### Local utilization, run 1

The bar under the picture is 20 um long. The die is cut into 10 by 10 equal tiles; dark blue is low, red is high, 0 to 100% covered.
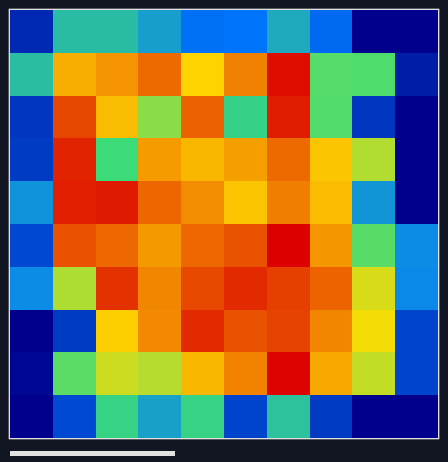
### Wire density map, run 1

The die is cut into 10 by 10 equal tiles; dark blue is low, red is high, scaled to the fullest tile. Values are wire area over tile area, all layers added.
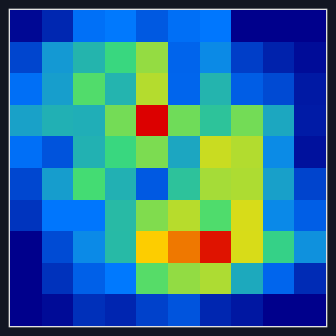
### Clock distribution, run 1

The bar under the picture is 20 um long.
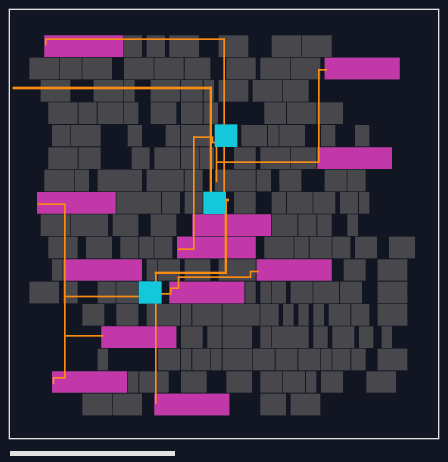
### src/rtl/pio_sm_sequencer_if.sv
// Decode-side bundle for the PIO sequencer. The sequencer drives pc and exec_strobe.
// Decode/execute returns the per-instruction delay, stall and jump information.
interface pio_sm_sequencer_if #(
    parameter int PC_W    = 5,
    parameter int DELAY_W = 5
);
    logic [PC_W-1:0]    pc;
    logic               exec_strobe;
    logic [DELAY_W-1:0] instr_delay;
    logic               instr_stall;
    logic               jmp_taken;
    logic [PC_W-1:0]    jmp_target;

    modport master (
        output pc, exec_strobe,
        input  instr_delay, instr_stall, jmp_taken, jmp_target
    );

    modport slave (
        input  pc, exec_strobe,
        output instr_delay, instr_stall, jmp_taken, jmp_target
    );
endinterface

### src/rtl/pio_sm_sequencer.sv
// PC/timing sequencer for one PIO state machine: issue, stall, delay, jump and wrap.
// Optional PIO_SEQ_EXEC_CNT_EN adds a committed-instruction counter (exec_count_o).
module pio_sm_sequencer #(
    parameter int PC_W    = 5,
    parameter int DELAY_W = 5
) (
    input  logic            clk,
    input  logic            reset,
    input  logic            enable_i,
    input  logic            restart_i,
    input  logic            penable_i,
    input  logic [PC_W-1:0] wrap_top_i,
    input  logic [PC_W-1:0] wrap_bottom_i,
    pio_sm_sequencer_if.master dec,
    output logic            delay_busy_o,
    output logic            stalled_o
`ifdef PIO_SEQ_EXEC_CNT_EN
    ,
    output logic [31:0]     exec_count_o
`endif
);
    typedef enum logic {ST_RUN, ST_DELAY} state_e;

    state_e             state_q, state_d;
    logic [PC_W-1:0]    pc_q, pc_d, next_pc;
    logic [DELAY_W-1:0] cnt_q, cnt_d;
    logic               stalled_q, stalled_d;
    logic               tick, issue;

    assign tick            = enable_i & penable_i;
    assign issue           = tick & ~restart_i & ~reset & (state_q == ST_RUN);
    assign dec.exec_strobe = issue;
    assign dec.pc          = pc_q;
    assign delay_busy_o    = (state_q == ST_DELAY);
    assign stalled_o       = stalled_q;

    // A taken jump wins over wrap, so a JMP sitting at wrap_top goes to its target.
    always_comb begin
        if (dec.jmp_taken)             next_pc = dec.jmp_target;
        else if (pc_q == wrap_top_i)   next_pc = wrap_bottom_i;
        else                           next_pc = pc_q + PC_W'(1);
    end

    always_comb begin
        state_d   = state_q;
        pc_d      = pc_q;
        cnt_d     = cnt_q;
        stalled_d = stalled_q;
        if (restart_i) begin
            state_d   = ST_RUN;
            cnt_d     = '0;
            stalled_d = 1'b0;
        end else if (tick) begin
            unique case (state_q)
                ST_RUN: begin
                    // Stalled ticks never start the delay; it begins once the stall resolves.
                    if (dec.instr_stall) begin
                        stalled_d = 1'b1;
                    end else begin
                        stalled_d = 1'b0;
                        pc_d      = next_pc;
                        if (dec.instr_delay != '0) begin
                            cnt_d   = dec.instr_delay;
                            state_d = ST_DELAY;
                        end
                    end
                end
                ST_DELAY: begin
                    cnt_d = cnt_q - DELAY_W'(1);
                    if (cnt_q <= DELAY_W'(1)) state_d = ST_RUN;
                end
                default: state_d = ST_RUN;
            endcase
        end
    end

    always_ff @(posedge clk or posedge reset) begin
        if (reset) begin
            state_q   <= ST_RUN;
            pc_q      <= '0;
            cnt_q     <= '0;
            stalled_q <= 1'b0;
        end else begin
            state_q   <= state_d;
            pc_q      <= pc_d;
            cnt_q     <= cnt_d;
            stalled_q <= stalled_d;
        end
    end

`ifdef PIO_SEQ_EXEC_CNT_EN
    logic [31:0] exec_count_q;
    assign exec_count_o = exec_count_q;

    always_ff @(posedge clk or posedge reset) begin
        if (reset)                            exec_count_q <= '0;
        else if (restart_i)                   exec_count_q <= '0;
        else if (issue && !dec.instr_stall)   exec_count_q <= exec_count_q + 32'd1;
    end
`endif
endmodule

### src/flat_wrapper.sv
// flat-port wrapper written by rule: the top's interface ports become plain ports
module pio_sm_sequencer_flat 
#(
    parameter int PC_W    = 5,
    parameter int DELAY_W = 5
)
  (clk, reset, enable_i, restart_i, penable_i, wrap_top_i, wrap_bottom_i, delay_busy_o, stalled_o, dec_pc, dec_exec_strobe, dec_instr_delay, dec_instr_stall, dec_jmp_taken, dec_jmp_target);
  pio_sm_sequencer_if #(.PC_W(PC_W), .DELAY_W(DELAY_W)) dec_i ();
  input  logic clk;
  input  logic reset;
  input  logic enable_i;
  input  logic restart_i;
  input  logic penable_i;
  input  logic [PC_W-1:0] wrap_top_i;
  input  logic [PC_W-1:0] wrap_bottom_i;
  output logic delay_busy_o;
  output logic stalled_o;
  output wire logic [$bits(dec_i.pc)-1:0] dec_pc;
  output wire logic [$bits(dec_i.exec_strobe)-1:0] dec_exec_strobe;
  input wire logic [$bits(dec_i.instr_delay)-1:0] dec_instr_delay;
  input wire logic [$bits(dec_i.instr_stall)-1:0] dec_instr_stall;
  input wire logic [$bits(dec_i.jmp_taken)-1:0] dec_jmp_taken;
  input wire logic [$bits(dec_i.jmp_target)-1:0] dec_jmp_target;
  assign dec_pc = dec_i.pc;
  assign dec_exec_strobe = dec_i.exec_strobe;
  assign dec_i.instr_delay = dec_instr_delay;
  assign dec_i.instr_stall = dec_instr_stall;
  assign dec_i.jmp_taken = dec_jmp_taken;
  assign dec_i.jmp_target = dec_jmp_target;
  pio_sm_sequencer #(.PC_W(PC_W), .DELAY_W(DELAY_W)) u_core (.clk(clk), .reset(reset), .enable_i(enable_i), .restart_i(restart_i), .penable_i(penable_i), .wrap_top_i(wrap_top_i), .wrap_bottom_i(wrap_bottom_i), .dec(dec_i), .delay_busy_o(delay_busy_o), .stalled_o(stalled_o));
endmodule
### config.mk
export PLATFORM = sky130hd
export DESIGN_NAME = pio_sm_sequencer_flat
export DESIGN_NICKNAME = d
export VERILOG_FILES = /design/src/rtl/pio_sm_sequencer_if.sv /design/src/rtl/pio_sm_sequencer.sv /design/src/flat_wrapper.sv
export SDC_FILE = /design/constraint.sdc
export NUM_CORES = 1
export LEC_CHECK = 0
export CORE_MARGIN = 2
export CORE_UTILIZATION = 45
export DETAILED_ROUTE_END_ITERATION = 10
export PLACE_DENSITY = 0.79
export SLEW_MARGIN = 10
export SYNTH_ARGS = -nofsm -noshare
export SYNTH_HDL_FRONTEND = slang
export SYNTH_SLANG_ARGS = --single-unit
### constraint.sdc
create_clock -name clk -period 1.8 [get_ports clk]
set_input_delay 0.45 -clock clk [delete_from_list [all_inputs] [get_ports clk]]
set_output_delay 0.45 -clock clk [all_outputs]
set_load 0.01 [all_outputs]
==> flow_summary.toml, run 1 <==
# yosys + openroad results
[setup_path]
cpMaxStageDelayCell = "clkdlybuf4s50_1"
worstPathRequired_ns = 1.35
criticalPathCategory = "flip-flop to output pin"
arrival_ns = 1.30
slowest_delay_ns = 0.57
rr_endpoint = "u_core.dec.pc[0]"
critPathMaxFanout = 8
path_buffers = 1
path_cells = "clkdlybuf4s50_1"
reg2reg_depth = 7
critPathLaunchType = "flip-flop"
crit_path_end_kind = "output pin"
path_delay_family = "buffers and inverters"
reg2reg_from = "u_core.delay_busy_o"

[global_route]
busiest_layer = "met2"
grt_pass1_vias = 1127
gr-total-overflow = 0
grt_use_met3_pct = 3.74
grt_usage_pct = 24.0
use_met2_pct = 42.0
grtUsageMet1_pct = 29.9
grt_max_degree = 15
grt_pass1_wl_um = 4860
antenna_found_initial = 0

[final_layout]
clock_area_share_pct = 2.32
buffer_area_share_pct = 31.2
comb_cells = 93
inverters = 8
drive_gt1_share_pct = 22.1
syn_to_final_growth_pct = 51.0
dominant_cells = "combinational gates"
flop_area_um2 = 307
seq_area_share_pct = 19.6
comb_share_pct = 42.7
mostFrequentLayoutCells = "29 x clkdlybuf4s50_1, 21 x buf_4, 9 x nor2_1"
layoutNonFillerInstCount = 200
n_fill_cell = 184
lay_top_count = "clkdlybuf4s50_1"
seq_cells = 12
nets = 203
clkbuf_count = 4
antenna_cells = 0

[logic_synthesis]
syn_nets = 148
postSynthSeqShare_pct = 29.0
async_flop_share_pct = 100
ys.flop_type = "dfrtp_1"
yosys_area_um2 = 1040
ys.flops = 12
syn_avg_cell_area_um2 = 8.78
synth.distinct_cells = 41
synth-edff-count = 0
yosys_cells = 118
synth.cell_area_um2 = 1040
ys_warn_count = 0
area_leaders = "dfrtp_1 29%, mux2i_1 7.7%, nand2b_1 4.2%, xor2_1 4.2%, a21oi_1 3.9%"
top_area_cell = "dfrtp_1"
yosysTopAreaCellShare_pct = 29.0

[clocking]
cts-htree-levels = 1
path_clk_slew_ns = 0.09
clk_latency_ns = 0.28
cts_hold_buf = 0
cts_buffers = 3
root_buffer = "clkbuf_4"
post_cts_resized = 11
cts.sinks = 12
clockBufferDepth = 2
cts_setup_buffers = 1

[flow_run]
drv_cap = 0
warning_count = 27

[route]
met1Wirelength_um = 1230
viasPerCell = 5.65
first_pass_iters = 4
route.met3.wl_um = 146
drc_errors = 0
wire_per_inst_um = 14.3
drt-initial-drc-count = 19
drtAntennaViolNets = 0
wl_met2_um = 1460
highest_layer = "met4"
routed_wl_um = 2860

[sta]
min_period_over_period_pct = 97.4
fin_skew_ns = 0.00990
finalCriticalPeriod_ns = 1.75
hold_viol = 0
worst_slew_pin_slew_ns = 0.451
slew_violations = 0
rsz0062_at_grt = "false"
timing.hold.ws_ns = 0.476
max_freq_mhz = 570
maxSlewHeadroom_pct = 69.2
fin_ws_ns = 0.0469

[place]
port_buffers = 34
gp_congestion = 0.891
pre_cts_ws_ns = -0.520
hpwl_um = 2240
placed_cells = 195

[pwr]
power_density_nw_per_um2 = 706
peakVddDrop_mv = 0.446
power_leakage_uw = 0.000700

[floorplanning]
coreArea_um2 = 2190
nWellTaps = 28
die_area_um2 = 2700
die_width_um = 52.0
fp_util_pct = 47.3
die_h_um = 52.0
io_pins = 35

[outcome]
status = "complete, no violations"

[hold_path]
hold_class = "primary input to async pin"
## Picture notes: 'Local utilization'
densest ninth of the die: middle
nearly empty tiles: 10%
fullest tile: 100%
mean over tiles: 57%
emptiest ninth of the die: top right

## Picture notes: 'Wire density map'
mean over tiles: 0.17
densest ninth of the die: middle
nearly empty tiles: 9.0%
tiles over half the peak: 24%

## Picture notes: 'Clock distribution'
[clock wires] orange | length: 219 um
[flip-flops] magenta | count: 12
[cells driving clock nets] cyan | count: 3
routed clock nets: 4
flops lie: all over the die

## run 1: cells by family (layout without fill, tap and decap cells)
family                   Yosys count  count (layout)  share of synthesized area, %
AND/OR/NAND/NOR                   40              40                          22.7
AND-OR/OR-AND                     35              35                          23.8
buffers and inverters             13              67                          7.00
flip-flops                        12              12                          29.0
multiplexers                       9               9                          8.82
XOR/XNOR                           6               6                          5.07
adder cells (fa/ha/maj)            3               3                          3.62
## run 1: power breakdown
part	leakage, uW	total [uW]	internal [uW]	switching, uW
logic	0.000528	487	268	219
clock network	0.0000210	226	123	103
registers	0.000151	391	315	75.3
## run 1: Yosys cell counts, types with 2 or more instances
cell type / instances
a211oi_1: 3
a21o_1: 2
a21oi_1: 8
a221oi_1: 2
a31oi_1: 6
and2_1: 2
and4_1: 2
buf_6: 3
dfrtp_1: 12
ha_1: 3
inv_1: 8
mux2i_1: 8
nand2_1: 4
nand2b_1: 7
nand3b_1: 2
nor2_1: 9
nor3_1: 6
o21ai_0: 3
o22ai_1: 2
xor2_1: 5
## run 1: state kept, by name, indices dropped and copies added, names as in the netlist
name                 flops
u_core.stalled_o         1
u_core.delay_busy_o      1
u_core.dec.pc            5
u_core.cnt_q             5
## run 1: worst max path at each step
stage	depth (start not counted)	to	from
floorplan	3	dec_exec_strobe	restart_i
global placement	4	dec_exec_strobe	enable_i
detailed placement	4	dec_exec_strobe	enable_i
CTS	1	dec_pc[1]	u_core.dec.pc[1]
global route	1	dec_pc[0]	u_core.dec.pc[0]
finish	1	dec_pc[0]	u_core.dec.pc[0]
## run 1: metrics by stage
step	cell area, um^2	total power, uW	setup TNS [ns]	utilization (%)
floorplan	1040	648	0	-
global placement	1520	853	-2.11	69.3
detailed placement	1520	870	-2.47	69.3
CTS	1560	1100	0	71.0
global route	1560	1180	0	71.4
finish	1560	1100	0	71.4
### Placed cells, one color a class, run 1

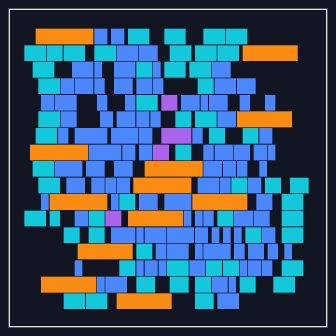

==> run 2, diff against run 1 <==
--- a/config.mk
+++ b/config.mk
@@ -7,5 +7,6 @@
 export LEC_CHECK = 0
-export CORE_MARGIN = 2
+export CORE_MARGIN = 5
 export CORE_UTILIZATION = 45
 export DETAILED_ROUTE_END_ITERATION = 10
+export HOLD_SLACK_MARGIN = 0.1
 export PLACE_DENSITY = 0.79
--- a/constraint.sdc
+++ b/constraint.sdc
@@ -3,2 +3,2 @@
 set_output_delay 0.45 -clock clk [all_outputs]
-set_load 0.01 [all_outputs]
+set_load 0.005 [all_outputs]
### Placed cells, one color a class, run 2

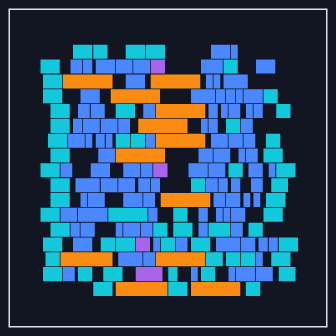
[flip-flops] orange | cells: 12
[all other logic] blue | cells: 101
[clock drivers and dummy loads] purple | cells: 4
[other buffers and delay cells] cyan | cells: 57

### Clock distribution, run 2

The bar under the picture is 20 um long.
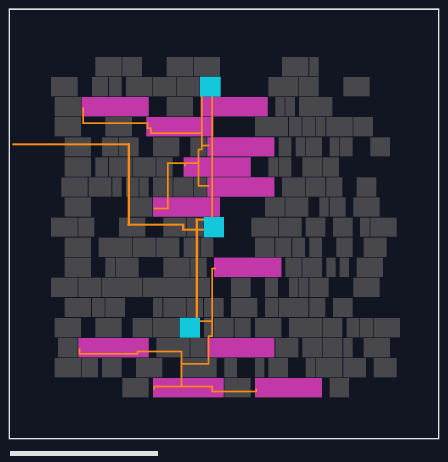
[clock wires] orange | length: 178 um
[flip-flops] magenta | count: 12
[cells driving clock nets] cyan | count: 3
routed clock nets: 4

### Local utilization, run 2

The bar under the picture is 20 um long. The die is cut into 12 by 12 equal tiles; dark blue is low, red is high, 0 to 100% covered.
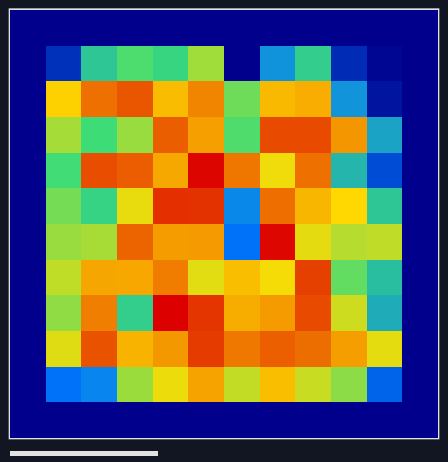
tiles over 75% full: 33%
fullest tile: 100%
nearly empty tiles: 32%

==> flow_summary.toml, run 2 <==
# yosys + openroad results
[logic_synthesis]
synth.cell_area_um2 = 1040
synth.distinct_cells = 41
logic_family = "AND-OR/OR-AND gates"
yosys_cells = 118
yosys.area_share.xor_xnor_pct = 5.07
yosysTopAreaCellShare_pct = 29.0
postSynthSeqShare_pct = 29.0
common_cells = "12 x dfrtp_1, 9 x nor2_1, 8 x a21oi_1, 8 x inv_1, 8 x mux2i_1"
syn_avg_cell_area_um2 = 8.78
yosys_area_um2 = 1040
ys.flops = 12
ys.flop_type = "dfrtp_1"
area_leaders = "dfrtp_1 29%, mux2i_1 7.7%, nand2b_1 4.2%, xor2_1 4.2%, a21oi_1 3.9%"
syn_nets = 148
mux_share_pct = 8.82
synth-edff-count = 0
most_common_cell = "dfrtp_1"
ys_sh_aoi_pct = 23.8

[route]
viasPerCell = 5.50
routed_wl_um = 3030
drtAntennaViolNets = 0
drc_errors = 0
wire_per_inst_um = 15.0
first_pass_iters = 4
drt-initial-drc-count = 25

[final_layout]
dominant_cells = "combinational gates"
lay_top_count = "clkdlybuf4s50_1"
nets = 205
comb_share_pct = 41.8
buffer_area_share_pct = 32.8
n_fill_cell = 186
comb_cells = 93
flop_area_um2 = 303
final_util_pct = 71.8
clock_area_share_pct = 2.29
antenna_cells = 0
drive_gt1_share_pct = 20.7

[setup_path]
cpMaxStageDelayCell = "clkdlybuf4s50_1"
arrival_ns = 1.30
critPathMaxFanout = 14
path_cells = "buf_6, clkdlybuf4s50_1"
critPathLaunchType = "flip-flop"
criticalPathCategory = "flip-flop to output pin"

[global_route]
antenna_found_initial = 0
gr-total-overflow = 0
grt_pass1_vias = 1180
grt_usage_pct = 19.3

[place]
placedInstanceArea_um2 = 1550
port_buffers = 34
hpwl_um = 2490

[pwr]
peakVddDrop_mv = 0.567

[sta]
timing.setup.tns_ns = 0
timing.hold.ws_ns = 0.480
finalCriticalPeriod_ns = 1.75
slew_violations = 0
hold_viol = 0
max_freq_mhz = 573
maxSlewHeadroom_pct = 70.1

[floorplanning]
die_h_um = 58.0
die_width_um = 58.0
fp_util_pct = 46.8
die_area_um2 = 3360
coreArea_um2 = 2210
nWellTaps = 28

[clocking]
path_clk_slew_ns = 0.08
clockBufferDepth = 2
cts_hold_buf = 0

[flow_run]
drv_cap = 0

[hold_path]
hold_class = "primary input to async pin"

[outcome]
status = "complete, no violations"
run 2: cell counts after synthesis:
No cell type changed its count.
run 2: cells by family after synthesis:
kind of cell	after synthesis
adder cells (fa/ha/maj)	3
AND/OR/NAND/NOR	40
buffers and inverters	13
AND-OR/OR-AND	35
multiplexers	9
flip-flops	12
XOR/XNOR	6
run 2: critical path, delay by kind of cell, from the launching register on:
kind / cells / cell delay (ns)
flip-flops: 1 / 0.36
buffers and inverters: 2 / 0.65
run 2: where the power goes:
group / switching [uW] / total, uW / internal [uW]
Combinational: 223 / 505 / 282
Clock: 95.1 / 218 / 123
Sequential: 65.2 / 378 / 313
run 2: path summary, 6_finish.rpt:
path / slack [ns] / to / startpoint / cells past startpoint
worst max-delay path: 0.05 / delay_busy_o / u_core.delay_busy_o / 2
min in group clk: 0.55 / u_core.stalled_o / u_core.stalled_o / 2
worst min-delay path: 0.48 / u_core.stalled_o / reset / 3
worst max register to register: 0.17 / u_core.dec.pc[3] / u_core.delay_busy_o / 7
worst min register to register: 0.55 / u_core.stalled_o / u_core.stalled_o / 2
max in group asynchronous: 1.15 / u_core.dec.pc[2] / reset / 3
run 2: stage by stage:
step	setup slack, ns	instances
2_1_floorplan	0.286	118
3_3_place_gp	-0.492	197
3_5_place_dp	-0.491	197
4_1_cts	0.0000835	202
5_1_grt	0.000965	202
6_report	0.0545	202
run 2: what timing repair did:
item	in CTS	in global routing
endpoints found under the setup margin	1	3
setup buffers	1	0
resized	7	3
pin swaps	1	0
run 2: routing by layer:
layer / vias up / routed length, um / track usage (%)
met2: 35 / 1620 / 37.7
met5: - / 0 / 0
met1: 515 / 1200 / 20.1
met4: 0 / 64 / 7.28
li1: 553 / - / -
met3: 8 / 144 / 3.34
==> run 3, diff against run 2 <==
Settings changed: CTS_BUF_LIST set to sky130_fd_sc_hd__clkbuf_16.
### Wire density map, run 3

The die is cut into 12 by 12 equal tiles; dark blue is low, red is high, scaled to the fullest tile. Values are wire area over tile area, all layers added.
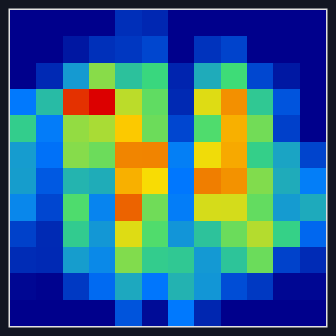
mean over tiles: 0.15
nearly empty tiles: 22%
fullest tile: 0.49
tiles over half the peak: 26%
densest ninth of the die: middle

### Placed cells, one color a class, run 3

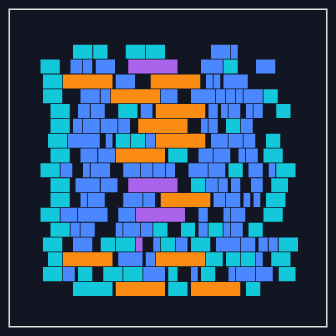
[all other logic] blue | cells: 101
[clock drivers and dummy loads] purple | cells: 4
[other buffers and delay cells] cyan | cells: 57
[flip-flops] orange | cells: 12

### Clock nets, run 3

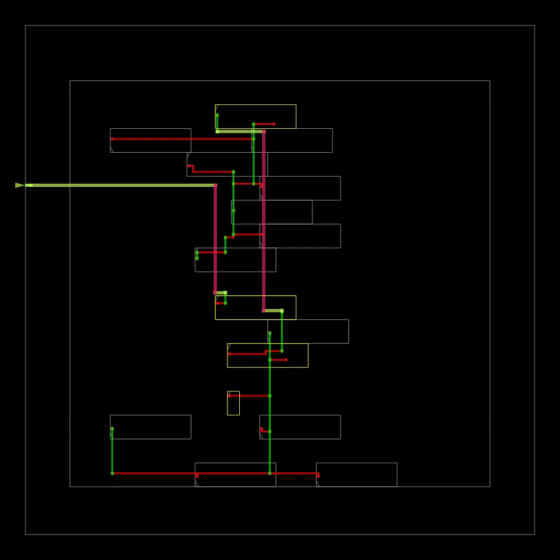
Insertion Delay late pin: 0.24 ns
Setup Skew: 0.00153 ns
total clock sinks: 12

==> flow_summary.toml, run 3 <==
# yosys + openroad results
[route]
routed_wl_um = 3180
drt-initial-drc-count = 23
wl_met2_um = 1730
drtAntennaViolNets = 0
first_pass_iters = 4
viasPerCell = 5.61
vias = 1133
highest_layer = "met4"
drc_errors = 0
met1Wirelength_um = 1190
route.met3.wl_um = 184
wire_per_inst_um = 15.7

[hold_path]
hold_class = "flip-flop to flip-flop"

[logic_synthesis]
synth.distinct_cells = 41
area_leaders = "dfrtp_1 29%, mux2i_1 7.7%, nand2b_1 4.2%, xor2_1 4.2%, a21oi_1 3.9%"
synth-edff-count = 0
common_cells = "12 x dfrtp_1, 9 x nor2_1, 8 x a21oi_1, 8 x inv_1, 8 x mux2i_1"
top_area_cell = "dfrtp_1"
ys_warn_count = 0
async_flop_share_pct = 100
synth.cell_area_um2 = 1040
syn_nets = 148
postSynthSeqShare_pct = 29.0
most_common_cell = "dfrtp_1"
syn_avg_cell_area_um2 = 8.78
ys.flop_type = "dfrtp_1"
yosysTopAreaCellShare_pct = 29.0
ys.flops = 12
syn_inst = 118
yosys_cells = 118
yosys_area_um2 = 1040

[clocking]
root_buffer = "clkbuf_16"
cts_hold_buf = 0
cts-htree-levels = 1
path_clk_slew_ns = 0.04
cts_tree = "yes"
cts_buffers = 3
clockBufferDepth = 2

[floorplanning]
die_width_um = 58.0
row_count = 17
io_pins = 35
die_area_um2 = 3360
fp_util_pct = 46.8
coreArea_um2 = 2210
die_h_um = 58.0

[global_route]
grt_pass1_wl_um = 5510
busiest_layer = "met2"
grt_pass1_vias = 1227
gr-total-overflow = 0
grt_usage_pct = 21.0
grtUsageMet1_pct = 21.8
use_met2_pct = 40.5
antenna_found_initial = 0
grt_max_degree = 15
grt_use_met3_pct = 4.45

[setup_path]
worstPathRequired_ns = 1.98
slowest_delay_ns = 0.49
critPathMaxFanout = 7
arrival_ns = 1.93
criticalPathCategory = "primary input to flip-flop"
crit_path_end_kind = "flip-flop"
critPathLaunchType = "primary input"
cpMaxStageDelayCell = "clkdlybuf4s50_1"
path_cells = "clkdlybuf4s50_1, xor2_1, nor3_2, buf_4, a2111oi_1, a211o_1"

[sta]
finalCriticalPeriod_ns = 1.76
timing.hold.ws_ns = 0.540
worst_slew_pin_slew_ns = 0.445
max_freq_mhz = 570
min_period_over_period_pct = 97.5
fin_ws_ns = 0.0443
maxSlewHeadroom_pct = 69.9
setup_viol = 0
rsz0062_at_grt = "true"
hold_viol = 0
timing.setup.tns_ns = 0
slew_violations = 0

[pwr]
finalPower_uw = 1300
power_density_nw_per_um2 = 795
power_leakage_uw = 0.000743
peakVddDrop_mv = 0.651

[place]
placedInstanceArea_um2 = 1550
port_buffers = 34
hpwl_um = 2490
gp_congestion = 0.896
pre_cts_ws_ns = -0.491
placed_cells = 197

[final_layout]
lay_top_count = "clkdlybuf4s50_1"
syn_to_final_growth_pct = 58.0
drive_gt1_share_pct = 19.5
antenna_cells = 0
mostFrequentLayoutCells = "30 x clkdlybuf4s50_1, 22 x buf_4, 12 x dfrtp_1"
n_fill_cell = 178
nets = 205
design_area_um2 = 1640
final_util_pct = 74.0
layoutNonFillerInstCount = 202

[flow_run]
warning_count = 28
drv_cap = 0

[outcome]
status = "complete, no violations"
## run 3: cell counts after synthesis
Identical to the previous run, type by type.
## run 3: kinds of logic (layout without fill, tap and decap cells)
family / Yosys count / in the layout / share of synthesized area [%]
adder cells (fa/ha/maj): 3 / 3 / 3.62
buffers and inverters: 13 / 69 / 7.00
flip-flops: 12 / 12 / 29.0
XOR/XNOR: 6 / 6 / 5.07
multiplexers: 9 / 9 / 8.82
AND/OR/NAND/NOR: 40 / 40 / 22.7
AND-OR/OR-AND: 35 / 35 / 23.8
## run 3: cell type report
type	instances	area, um^2	area share [%]
multi-input cells	93	676	41.3
repair buffers	57	517	31.6
flip-flops and latches	12	300	18.3
clock buffers	3	75.1	4.59
well taps	28	35.0	2.14
inverters	8	30.0	1.83
clock inverters	1	3.75	0.229
## run 3: worst max-delay path: cells and delay by family
kind / cells / cell delay [ns]
compound gates: 2 / 0.55
simple gates: 1 / 0.06
buf+inv: 2 / 0.65
xor+xnor: 1 / 0.22
## run 3: what timing repair did
item	in CTS	in global routing
endpoints found under the setup margin	5	3
resized	8	1
buffers inserted	1	0
pin swaps	1	0
## run 3: report_power, final
group	total [uW]	internal [uW]	switching, uW	leakage [uW]
sequential	380	311	69.2	0.000157
clock	406	292	114	0.0000385
combinational	515	285	230	0.000547
## run 3: path summary, 6_finish.rpt
check | start | end | slack (ns) | cells after the start
hold / removal | u_core.stalled_o | u_core.stalled_o | 0.54 | 2
hold reg to reg | u_core.stalled_o | u_core.stalled_o | 0.54 | 2
setup reg to reg | u_core.delay_busy_o | u_core.dec.pc[3] | 0.23 | 7
max in group asynchronous | reset | u_core.cnt_q[2] | 1.09 | 3
setup / recovery | wrap_top_i[4] | u_core.dec.pc[2] | 0.04 | 6
min in group asynchronous | reset | u_core.dec.pc[4] | 0.56 | 3
Power and IR drop assume default switching activity.
